Fig. 1: metal 1
Scale: 1 px per micron. Supply wires on this layer in gray.
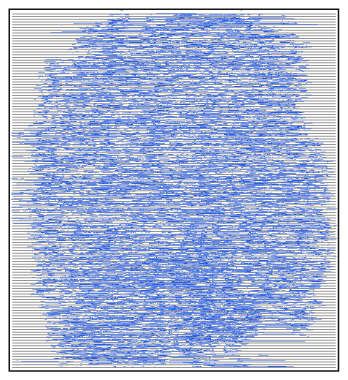
Fig. 2: met2 routing
Scale: 1 px per micron.
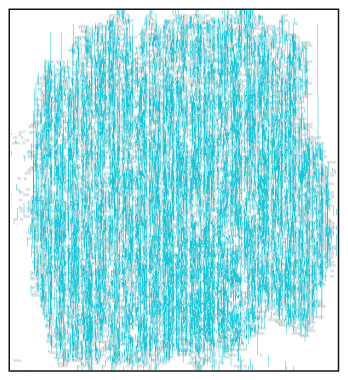
Fig. 3: met3 routing
Scale: 1 px per micron.
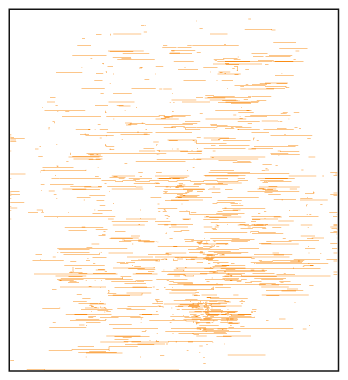
Design regfile_sb, sky130hd; sources not shown.
==> results.txt <==
run metrics: outcome completed, die width between 300 and 400 microns, number of fillers in the final layout around 8800, number of non-clock buffers in the layout 239, Crit Path Class in -> out, number of warnings in the stage logs 33, Max Buffers Root-to-Sink 3, Post-Synthesis Mean Instance Area approximately 14 sq um, number of hold-slack violations in the final timing report 0, Late-Pin Clk Latency 0.71 ns, Largest type area fraction 45.3%, max-slew headroom at the worst pin between 20% and 30%, Post-CTS Hold Fix Bufs 0, Overflow after GRT 0, register bit total from synthesis approximately 1100, Yosys top cell by area dfrtp_1, most used standard cell by instance count after synthesis dfrtp_1, DRC violations left 0, Wirelength per Cell slightly above 30 microns, Hold Path Class reg -> reg, clock buffer count 154, mapped cell area about 0.060 sq mm, number of clock buffers inserted by TritonCTS 112, clock tree cell share of total cell area under 10%, global routing usage summed across all routing layers a little under a third, critical path cell sequence buf_8 > buf_4 > buf_4 > buf_4 > mux4_2 > mux4_2 > mux2i_1 > a211oi_1 > clkdlybuf4s50_1, htree depth 3, Worst setup SP type input port, count of flip-flops and latches roughly 1100, count of maximum capacitance violations 0, inverters 6, IO Count about 130, Adder Share, Synth 0%, flop share of the area about two fifths, number of standard cells reported by yosys 4366, largest cell class by area combinational gates, Async S/R FF share, synth 100%, largest fanout of any net on the critical path 73, combinational gate count 2814, slowest stage cell, crit path clkdlybuf4s50_1, TritonCTS clock tree yes, top sig layer met5, global-route wire length before repair 271 mm, Core Area ~0.11 sq mm, share of cell area taken by muxes after synthesis about two fifths
Notes on Fig. 1 above:
wire length on this layer	69.9 mm
share of all routed wire	39%
longest straight run	78.7 microns
final wirelength: 180 mm
Vias: 39600
global-route track usage on met1: 41.8%

Notes on Fig. 2 above:
main direction	vertical
nets with wire on the layer	3763
share of all routed wire	49%
longest straight run	131 microns
wire length on this layer	87.7 mm
grt met2 use: 49.9%

Notes on Fig. 3 above:
longest straight run	134 microns
nets with wire on the layer	351
met3 Use GR: 5.13%

## per-layer routing
layer | up-vias | track usage [%]
met5 | - | 0
li1 | 16200 | -
met3 | 429 | 5.13
met1 | 21200 | 41.8
met2 | 1825 | 49.9
met4 | 2 | 13.3
## power by group
group / internal, mW / switching, mW / total, mW / leakage [nW]
registers: 1.15 / 0.123 / 1.27 / 14.0
clock network: 0.583 / 0.403 / 0.986 / 1.92
logic: 0.370 / 0.348 / 0.717 / 12.9
## per-stage QoR
step,util [%],instance area (sq um),power (mW),worst slack (ns),std cells
6_report,58.4,66800,2.97,17.16,5868
3_3_place_gp,54.6,62400,1.97,17.26,5645
4_1_cts,58.0,66400,2.98,17.22,5852
3_5_place_dp,54.6,62500,2.00,17.22,5648
5_1_grt,58.4,66800,3.09,17.09,5868
2_1_floorplan,-,60000,1.82,3.30,4366
Power is estimated from default activity; no workload was simulated.
